--- src/rtl/pulse_stopwatch_pkg.sv ---
// Shared types and constants for the MM:SS pulse stopwatch.
package pulse_stopwatch_pkg;

  localparam int unsigned DIGIT_W = 4;
  localparam int unsigned SEG_W   = 7;

  typedef enum logic [1:0] {
    IDLE  = 2'd0,
    RUN   = 2'd1,
    PAUSE = 2'd2
  } state_t;

  typedef struct packed {
    logic [DIGIT_W-1:0] min1;
    logic [DIGIT_W-1:0] min0;
    logic [DIGIT_W-1:0] sec1;
    logic [DIGIT_W-1:0] sec0;
  } digits_t;

  // Active-high segment patterns, bit 0 = seg a .. bit 6 = seg g
  localparam logic [SEG_W-1:0] SEG_0     = 7'h3F;
  localparam logic [SEG_W-1:0] SEG_1     = 7'h06;
  localparam logic [SEG_W-1:0] SEG_2     = 7'h5B;
  localparam logic [SEG_W-1:0] SEG_3     = 7'h4F;
  localparam logic [SEG_W-1:0] SEG_4     = 7'h66;
  localparam logic [SEG_W-1:0] SEG_5     = 7'h6D;
  localparam logic [SEG_W-1:0] SEG_6     = 7'h7D;
  localparam logic [SEG_W-1:0] SEG_7     = 7'h07;
  localparam logic [SEG_W-1:0] SEG_8     = 7'h7F;
  localparam logic [SEG_W-1:0] SEG_9     = 7'h6F;
  localparam logic [SEG_W-1:0] SEG_BLANK = 7'h00;

endpackage

--- src/rtl/pulse_stopwatch_bcd_to_seg7.sv ---
// BCD digit to 7-segment decoder; non-BCD codes blank the display.
module bcd_to_seg7
  import pulse_stopwatch_pkg::*;
#(
  parameter bit SEG_ACTIVE_LOW = 1'b1
) (
  input  logic [DIGIT_W-1:0] digit,
  output logic [SEG_W-1:0]   seg_c
);

  logic [SEG_W-1:0] pattern;

  always_comb begin
    pattern = SEG_BLANK;
    case (digit)
      4'd0:    pattern = SEG_0;
      4'd1:    pattern = SEG_1;
      4'd2:    pattern = SEG_2;
      4'd3:    pattern = SEG_3;
      4'd4:    pattern = SEG_4;
      4'd5:    pattern = SEG_5;
      4'd6:    pattern = SEG_6;
      4'd7:    pattern = SEG_7;
      4'd8:    pattern = SEG_8;
      4'd9:    pattern = SEG_9;
      default: pattern = SEG_BLANK;
    endcase
  end

  assign seg_c = SEG_ACTIVE_LOW ? ~pattern : pattern;

endmodule

--- src/rtl/pulse_stopwatch.sv ---
// MM:SS BCD stopwatch counting 1 Hz pulses, with start/stop/clear keys and 7-seg drive.
// Optional lap-hold display freeze enabled by defining PULSE_STOPWATCH_LAP_HOLD_EN.
module pulse_stopwatch
  import pulse_stopwatch_pkg::*;
#(
  parameter int unsigned MIN_LIMIT      = 59,
  parameter bit          SEG_ACTIVE_LOW = 1'b1
) (
  input  logic               Clk,
  input  logic               Resetn,
  input  logic               Pulse,
  input  logic               StartStop,
  input  logic               Clear,
`ifdef PULSE_STOPWATCH_LAP_HOLD_EN
  input  logic               LapHold,
`endif
  output logic [DIGIT_W-1:0] Sec0,
  output logic [DIGIT_W-1:0] Sec1,
  output logic [DIGIT_W-1:0] Min0,
  output logic [DIGIT_W-1:0] Min1,
  output logic [SEG_W-1:0]   HEX0,
  output logic [SEG_W-1:0]   HEX1,
  output logic [SEG_W-1:0]   HEX2,
  output logic [SEG_W-1:0]   HEX3,
  output logic               Running,
  output logic               Rollover
);

  localparam logic [DIGIT_W-1:0] MIN_TENS  = 4'(MIN_LIMIT / 10);
  localparam logic [DIGIT_W-1:0] MIN_UNITS = 4'(MIN_LIMIT % 10);

  state_t  state, state_next;
  digits_t dig, dig_next, disp;
  logic    ss_q, ss_rise, roll_next;

  assign ss_rise = StartStop & ~ss_q;

  always_ff @(posedge Clk or negedge Resetn) begin
    if (!Resetn) begin
      state    <= IDLE;
      dig      <= '0;
      ss_q     <= 1'b0;
      Running  <= 1'b0;
      Rollover <= 1'b0;
    end else begin
      state    <= state_next;
      dig      <= dig_next;
      ss_q     <= StartStop;
      Running  <= (state_next == RUN);
      Rollover <= roll_next;
    end
  end

  // Clear outranks key edges and pulses; a pulse only counts while already in RUN
  always_comb begin
    state_next = state;
    dig_next   = dig;
    roll_next  = 1'b0;
    if (Clear) begin
      state_next = IDLE;
      dig_next   = '0;
    end else begin
      unique case (state)
        IDLE: begin
          dig_next = '0;
          if (ss_rise) state_next = RUN;
        end
        RUN: begin
          if (ss_rise) state_next = PAUSE;
          if (Pulse) begin
            if (dig.sec0 != 4'd9) begin
              dig_next.sec0 = dig.sec0 + 4'd1;
            end else begin
              dig_next.sec0 = '0;
              if (dig.sec1 != 4'd5) begin
                dig_next.sec1 = dig.sec1 + 4'd1;
              end else begin
                dig_next.sec1 = '0;
                if (dig.min1 == MIN_TENS && dig.min0 == MIN_UNITS) begin
                  dig_next.min1 = '0;
                  dig_next.min0 = '0;
                  roll_next     = 1'b1;
                end else if (dig.min0 != 4'd9) begin
                  dig_next.min0 = dig.min0 + 4'd1;
                end else begin
                  dig_next.min0 = '0;
                  dig_next.min1 = dig.min1 + 4'd1;
                end
              end
            end
          end
        end
        PAUSE: begin
          if (ss_rise) state_next = RUN;
        end
        default: begin
          state_next = IDLE;
          dig_next   = '0;
        end
      endcase
    end
  end

  assign Sec0 = dig.sec0;
  assign Sec1 = dig.sec1;
  assign Min0 = dig.min0;
  assign Min1 = dig.min1;

`ifdef PULSE_STOPWATCH_LAP_HOLD_EN
  logic    lap_q;
  digits_t lap_dig;

  // Snapshot the live digits on the LapHold rising edge; display it while held
  always_ff @(posedge Clk or negedge Resetn) begin
    if (!Resetn) begin
      lap_q   <= 1'b0;
      lap_dig <= '0;
    end else begin
      lap_q <= LapHold;
      if (Clear) lap_dig <= '0;
      else if (LapHold && !lap_q) lap_dig <= dig;
    end
  end

  assign disp = lap_q ? lap_dig : dig;
`else
  assign disp = dig;
`endif

  bcd_to_seg7 #(.SEG_ACTIVE_LOW(SEG_ACTIVE_LOW)) u_seg0 (.digit(disp.sec0), .seg_c(HEX0));
  bcd_to_seg7 #(.SEG_ACTIVE_LOW(SEG_ACTIVE_LOW)) u_seg1 (.digit(disp.sec1), .seg_c(HEX1));
  bcd_to_seg7 #(.SEG_ACTIVE_LOW(SEG_ACTIVE_LOW)) u_seg2 (.digit(disp.min0), .seg_c(HEX2));
  bcd_to_seg7 #(.SEG_ACTIVE_LOW(SEG_ACTIVE_LOW)) u_seg3 (.digit(disp.min1), .seg_c(HEX3));

endmodule

--- config.mk ---
export PLATFORM = sky130hd
export DESIGN_NAME = pulse_stopwatch
export DESIGN_NICKNAME = d
export VERILOG_FILES = /design/src/rtl/pulse_stopwatch_pkg.sv /design/src/rtl/pulse_stopwatch_bcd_to_seg7.sv /design/src/rtl/pulse_stopwatch.sv
export SDC_FILE = /design/constraint.sdc
export NUM_CORES = 1
export LEC_CHECK = 0
export CAP_MARGIN = 20
export CELL_PAD_IN_SITES_DETAIL_PLACEMENT = 1
export CELL_PAD_IN_SITES_GLOBAL_PLACEMENT = 1
export CORE_MARGIN = 4
export CORE_UTILIZATION = 40
export CTS_BUF_LIST = sky130_fd_sc_hd__clkbuf_8
export CTS_CLUSTER_DIAMETER = 60
export DETAILED_ROUTE_END_ITERATION = 16
export PLACE_DENSITY = 0.91
export RECOVER_POWER = 25
export SKIP_LAST_GASP = 1
export SYNTH_ARGS = -nofsm -noshare
export SYNTH_HDL_FRONTEND = slang
export SYNTH_HIERARCHICAL = 1
export SYNTH_SLANG_ARGS = --single-unit
export TNS_END_PERCENT = 10
--- constraint.sdc ---
create_clock -name Clk -period 3.19 [get_ports Clk]
set_input_delay 0.4785 -clock Clk [delete_from_list [all_inputs] [get_ports Clk]]
set_output_delay 0.4785 -clock Clk [all_outputs]
set_load 0.03 [all_outputs]
Figure 1. Metal 1 (run 1).
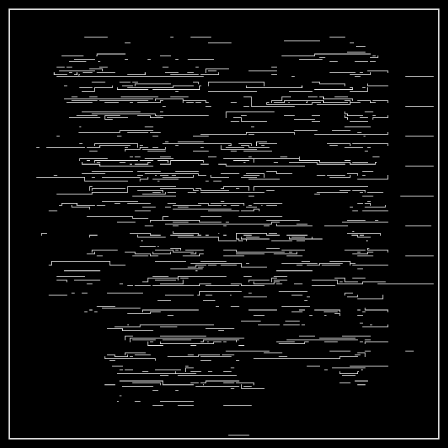
nets with wire on the layer: 258
longest straight run: 26.7 um
total routed wirelength: 4.96 mm
DR vias: 1817
Global Route met1 Usage: 0.207

Figure 2. Signal wires on met2 (run 1).
The bar under the picture is 20 um long.
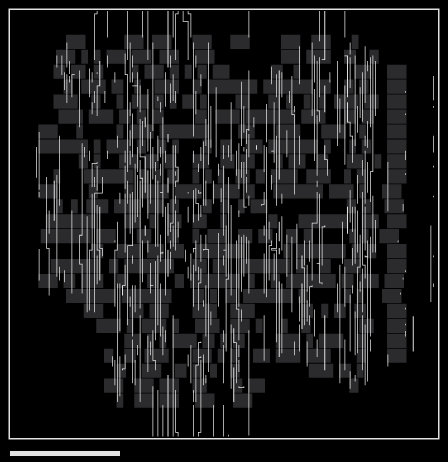
share of all routed wire: 52%
main direction: vertical
met2 Usage GRT: 0.305

Figure 3. The metal 3 layer (run 1).
The bar under the picture is 20 um long.
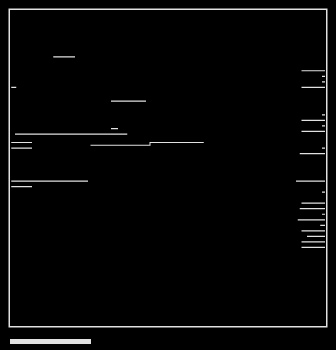
main direction: horizontal
longest straight run: 27.4 um
wire length on this layer: 181 um
nets with wire on the layer: 30
share of all routed wire: 3.7%
met3 Use GR: 0.0302

Figure 4. Routing congestion (run 1).
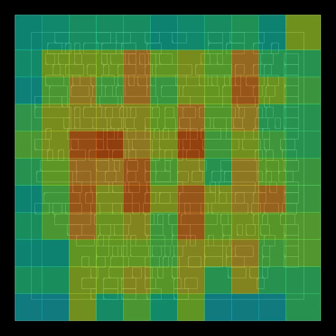
DR WL/cell: 14.3 um
gr usage total: 0.165
grt peak-use layer: met2

==> results.txt, run 1 <==
status: finished, final reports clean
top cells by area: dfrtp_1 27%, ha_1 18%, o21ai_0 6.1%
stage-log warning count: 46
NumNets Final: 314
Rows: 25
Area Growth Syn to Fin: 29.0%
Setup crit start kind: flip-flop
most frequently used flop master after synthesis: dfrtp_1
Non-clock buffering overhead: 0.203
Seq pwr share: 0.458
Slew headroom: 0.317
core area: 4720 um2
Pwr Density: 246 nW/um2
Fillers: 566
final std cells w/o fill: 347
Post-CTS Setup Inserts: 0
max-cap viol count: 0
worst path required time: 2710 ps
Comb area share: 0.497
flop count: 21
Initial Util: 0.414
Synthesized registers: 21
non-clock buffer count in the final layout: 52
clk cell area share: 0.0184
worst slack, placed: 523 ps
most frequent logic cell in the layout: clkdlybuf4s50_1
Top Layer Used: met4
Well Taps: 67
CTS Buf Count: 3
H-tree levels: 1
Comb pwr share: 0.255
area share, top type: 0.269
DIE WIDTH: 77.9 um
Clk pwr share: 0.287
die height: 77.9 um
largest net degree at the start of global routing: 22
total internal power: 0.000424 W
I/O Pins: 51
Hold Crit Class: in -> async
Met2 Wirelength: 2.55 mm
critical path, cell by cell: inv_1, ha_1, or2_1, a21oi_2, a31oi_1, clkdlybuf4s50_1
Synth Area in Adders: 0.179
Leakage: 1.09 nW
Final HPWL DP: 3.80 mm
TritonCTS clock tree: done
final core utilization: 0.534
Post-synth seq share: 0.269
Peak Freq: 0.358 GHz
Top class by area: multi-input combinational cells
Simple Share, Synth: 0.202
mux share: 0.0115
[run 1: worst max-delay path: cells and delay by family (launching register included)]
family | cells | cell delay [ps]
compound gates | 2 | 220
simple gates | 1 | 230
buf+inv | 2 | 790
flops | 1 | 580
fa+ha+maj | 1 | 210
[run 1: power by group through the flow]
stage | Clock, W | Combinational, W | Sequential (W)
floorplan | 0 | 0.0000902 | 0.000295
global placement | 0 | 0.000154 | 0.000289
detailed placement | 0 | 0.000160 | 0.000290
CTS | 0.000180 | 0.000161 | 0.000284
global route | 0.000192 | 0.000173 | 0.000286
finish | 0.000178 | 0.000158 | 0.000284
[run 1: cells in the mapped netlist, types with 2 or more instances]
library cell / count
a211oi_1: 2
a21o_1: 2
a21oi_1: 15
a21oi_2: 4
a22oi_1: 4
a31oi_1: 9
and3b_1: 2
and3b_2: 2
buf_6: 6
dfrtp_1: 21
ha_1: 28
inv_1: 27
mux2_2: 2
nand2_1: 9
nand2b_1: 14
nand3_1: 3
nand4_1: 2
nor2_1: 19
nor3_1: 3
o21ai_0: 24
o21ai_2: 2
o31ai_1: 4
o41ai_1: 2
or2_1: 4
or3_1: 2
xor2_1: 4
[run 1: final timing paths]
| kind | start | endpoint | depth (start not counted) |
|---|---|---|---|
| worst min register to register | Min1[0] | Min1[0] | 1 |
| worst max-delay path | Min1[1] | HEX3[3] | 6 |
| max in group asynchronous | Resetn | Sec0[0] | 2 |
| worst min-delay path | Resetn | Min1[3] | 1 |
| worst max register to register | Sec0[1] | Min0[3] | 7 |
| min in group Clk | Min1[0] | Min1[0] | 1 |
[run 1: sequential cells by signal, summed over array words and instances (netlist names)]
register	flops
Rollover	1
Sec1	4
state	2
ss_q	1
Sec0	4
Running	1
Min0	4
Min1	4
==> inputs of run 2 (changes only) <==
--- a/config.mk
+++ b/config.mk
@@ -13,6 +13,7 @@
 export CTS_BUF_LIST = sky130_fd_sc_hd__clkbuf_8
 export CTS_CLUSTER_DIAMETER = 60
 export DETAILED_ROUTE_END_ITERATION = 16
+export GPL_TIMING_DRIVEN = 1
 export PLACE_DENSITY = 0.91
 export RECOVER_POWER = 25
 export SKIP_LAST_GASP = 1
Figure 5. Metal 1 (run 2).
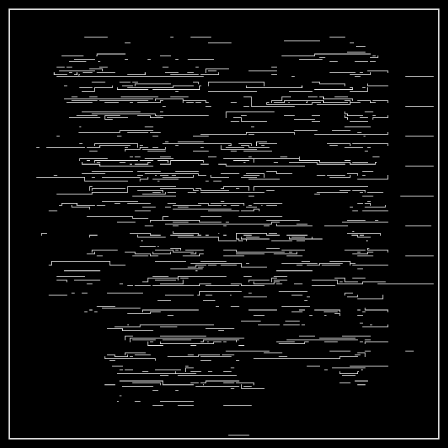
nets with wire on the layer: 258
longest straight run: 26.7 um
share of all routed wire: 45%
main direction: horizontal
wire length on this layer: 2210 um

==> results.txt, run 2 <==
total routed wirelength: 4.96 mm (unchanged)
Top Layer Used: met4
most frequently used flop master after synthesis: dfrtp_1
core area: 4720 um2 (unchanged)
Global Route met1 Usage: 0.207 (unchanged)
Pwr Density: 246 nW/um2 (unchanged)
top cells by instance count after synthesis: 28 x ha_1, 27 x inv_1, 24 x o21ai_0
area leader, netlist: dfrtp_1
Comb pwr share: 0.255 (about the same)
Fillers: 566 (unchanged)
CTS Buf Count: 3 (unchanged)
met2 Usage GRT: 0.305 (unchanged)
Initial Util: 0.414 (unchanged)
Final HPWL DP: 3.80 mm (unchanged)
Post-CTS Setup Inserts: 0 (unchanged)
Final Cycle Share: 0.875
clk sinks: 21
Starting DRT DRC Count: 85
worst path required time: 2710 ps (about the same)
Worst Max-Slew Pin Slew: 1020 ps
NumNets Final: 314 (unchanged)
Resized cells post-CTS: 0
# port buffers: 50
hold buffer count at CTS: 0
cell family with most CP delay: buffers and inverters
Seq pwr share: 0.458 (about the same)
I/O Pins: 51 (unchanged)
Synth Instances: 231
TritonCTS clock tree: done
area share, top type: 0.269 (unchanged)
chip area: 6060 um2
met3 Use GR: 0.0302 (unchanged)
RSZ-0062 raised after global routing: false
Hold Crit Class: in -> async
Leakage: 1.09 nW (unchanged)
die height: 77.9 um (unchanged)
DIE WIDTH: 77.9 um (unchanged)
fraction of layout cells with a size suffix above 1: 0.0714
stage-log warning count: 46 (unchanged)
Syn Nets: 264
most frequent cells in the layout: 48 x clkdlybuf4s50_1, 28 x ha_1, 27 x inv_1
# setup viols final: 0
status: finished, final reports clean
H-tree levels: 1 (unchanged)
Area Growth Syn to Fin: 29.0% (unchanged)
Rows: 25 (unchanged)
Clk pwr share: 0.287 (about the same)
Final min period: 2790 ps
Met2 Wirelength: 2.55 mm (unchanged)
Net Sw Power: 0.000197 W
Setup crit start kind: flip-flop
gr usage total: 0.165 (unchanged)
largest net degree at the start of global routing: 22 (unchanged)
grt peak-use layer: met2
Slew headroom: 0.317 (unchanged)
ANT nets after route: 0
met3 WL post-DR: 181 um
most frequent logic cell in the layout: clkdlybuf4s50_1
critical path, cell by cell: inv_1, ha_1, or2_1, a21oi_2, a31oi_1, clkdlybuf4s50_1
Synthesized registers: 21 (unchanged)
Synth top cell by count: ha_1
Peak Freq: 0.358 GHz (unchanged)
max-cap viol count: 0 (unchanged)
top cells by area: dfrtp_1 27%, ha_1 18%, o21ai_0 6.1%
DR WL/cell: 14.3 um (unchanged)
Bufs and invs on worst path: 2 (unchanged)
Post-synth seq share: 0.269 (unchanged)
DR vias: 1817 (unchanged)
total internal power: 0.000424 W (unchanged)
Net Sw Frac: 0.318
Figure 6. Close-up of the layout (run 2).
The bar under the picture is 5 um long. Window x 9 to 29, y 48 to 68 um. Cells in gray, sequential cells in the stronger gray; small squares are vias.
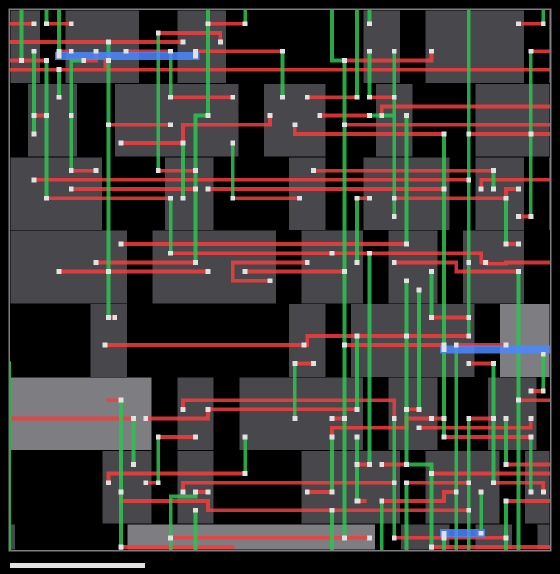
| color | layer |
|---|---|
| blue | metal 3 |
| red | metal 1 |
| green | metal 2 |
most frequent: ha_1 (7), o21ai_0 (6), inv_1 (3)
sequential cells in the window: 1
netlist names of flops here include: Sec0 (1)
cells with their middle in the window: 31

## run 2: cell counts in the layout (fill, tap and decap cells not counted)
Identical to the previous run, type by type.
## run 2: power by group through the flow
| stage | clock (W) | combinational [W] | sequential (W) |
|---|---|---|---|
| after floorplan | 0 | 0.0000902 | 0.000295 |
| after global routing | 0.000192 | 0.000173 | 0.000286 |
| after detailed placement | 0 | 0.000160 | 0.000290 |
| after global placement | 0 | 0.000154 | 0.000289 |
| after CTS | 0.000180 | 0.000161 | 0.000284 |
| final | 0.000178 | 0.000158 | 0.000284 |
## run 2: cell type report
class                   count  area share
multi-input cells         176       0.497
flip-flops and latches     21       0.209
repair buffers             52       0.203
inverters                  27      0.0402
well taps                  67      0.0333
clock buffers               3      0.0164
clock inverters             1     0.00199
## run 2: worst paths after layout
check | start | endpoint | slack, ps | cells after the start
max reg2reg | Sec0[1] | Min0[3] | 1160 | 7
min in group Clk | Min1[0] | Min1[0] | 680 | 1
max in group asynchronous | Resetn | Sec0[0] | 1580 | 2
max | Min1[1] | HEX3[3] | 400 | 6
min | Resetn | Min1[3] | 450 | 1
min reg2reg | Min1[0] | Min1[0] | 680 | 1
## run 2: through the flow
stage               instances  hold slack (ps)  power (W)   util  setup slack [ps]
floorplan                 231              183   0.000385      -              1050
global placement          342              624   0.000443  0.523               608
detailed placement        342              663   0.000449  0.523               523
CTS                       346              674   0.000625  0.533               402
global route              347              451   0.000651  0.534               281
finish                    347              446   0.000621  0.534               400
## run 2: cell families after synthesis
family	count (synthesis)	share of synthesized area
AND-OR/OR-AND	72	0.230
buffers and inverters	34	0.0903
adder cells (fa/ha/maj)	28	0.179
flip-flops	21	0.269
XOR/XNOR	4	0.0179
multiplexers	2	0.0115
AND/OR/NAND/NOR	70	0.202
No activity file was given, so power comes from the tool's default toggle rates.
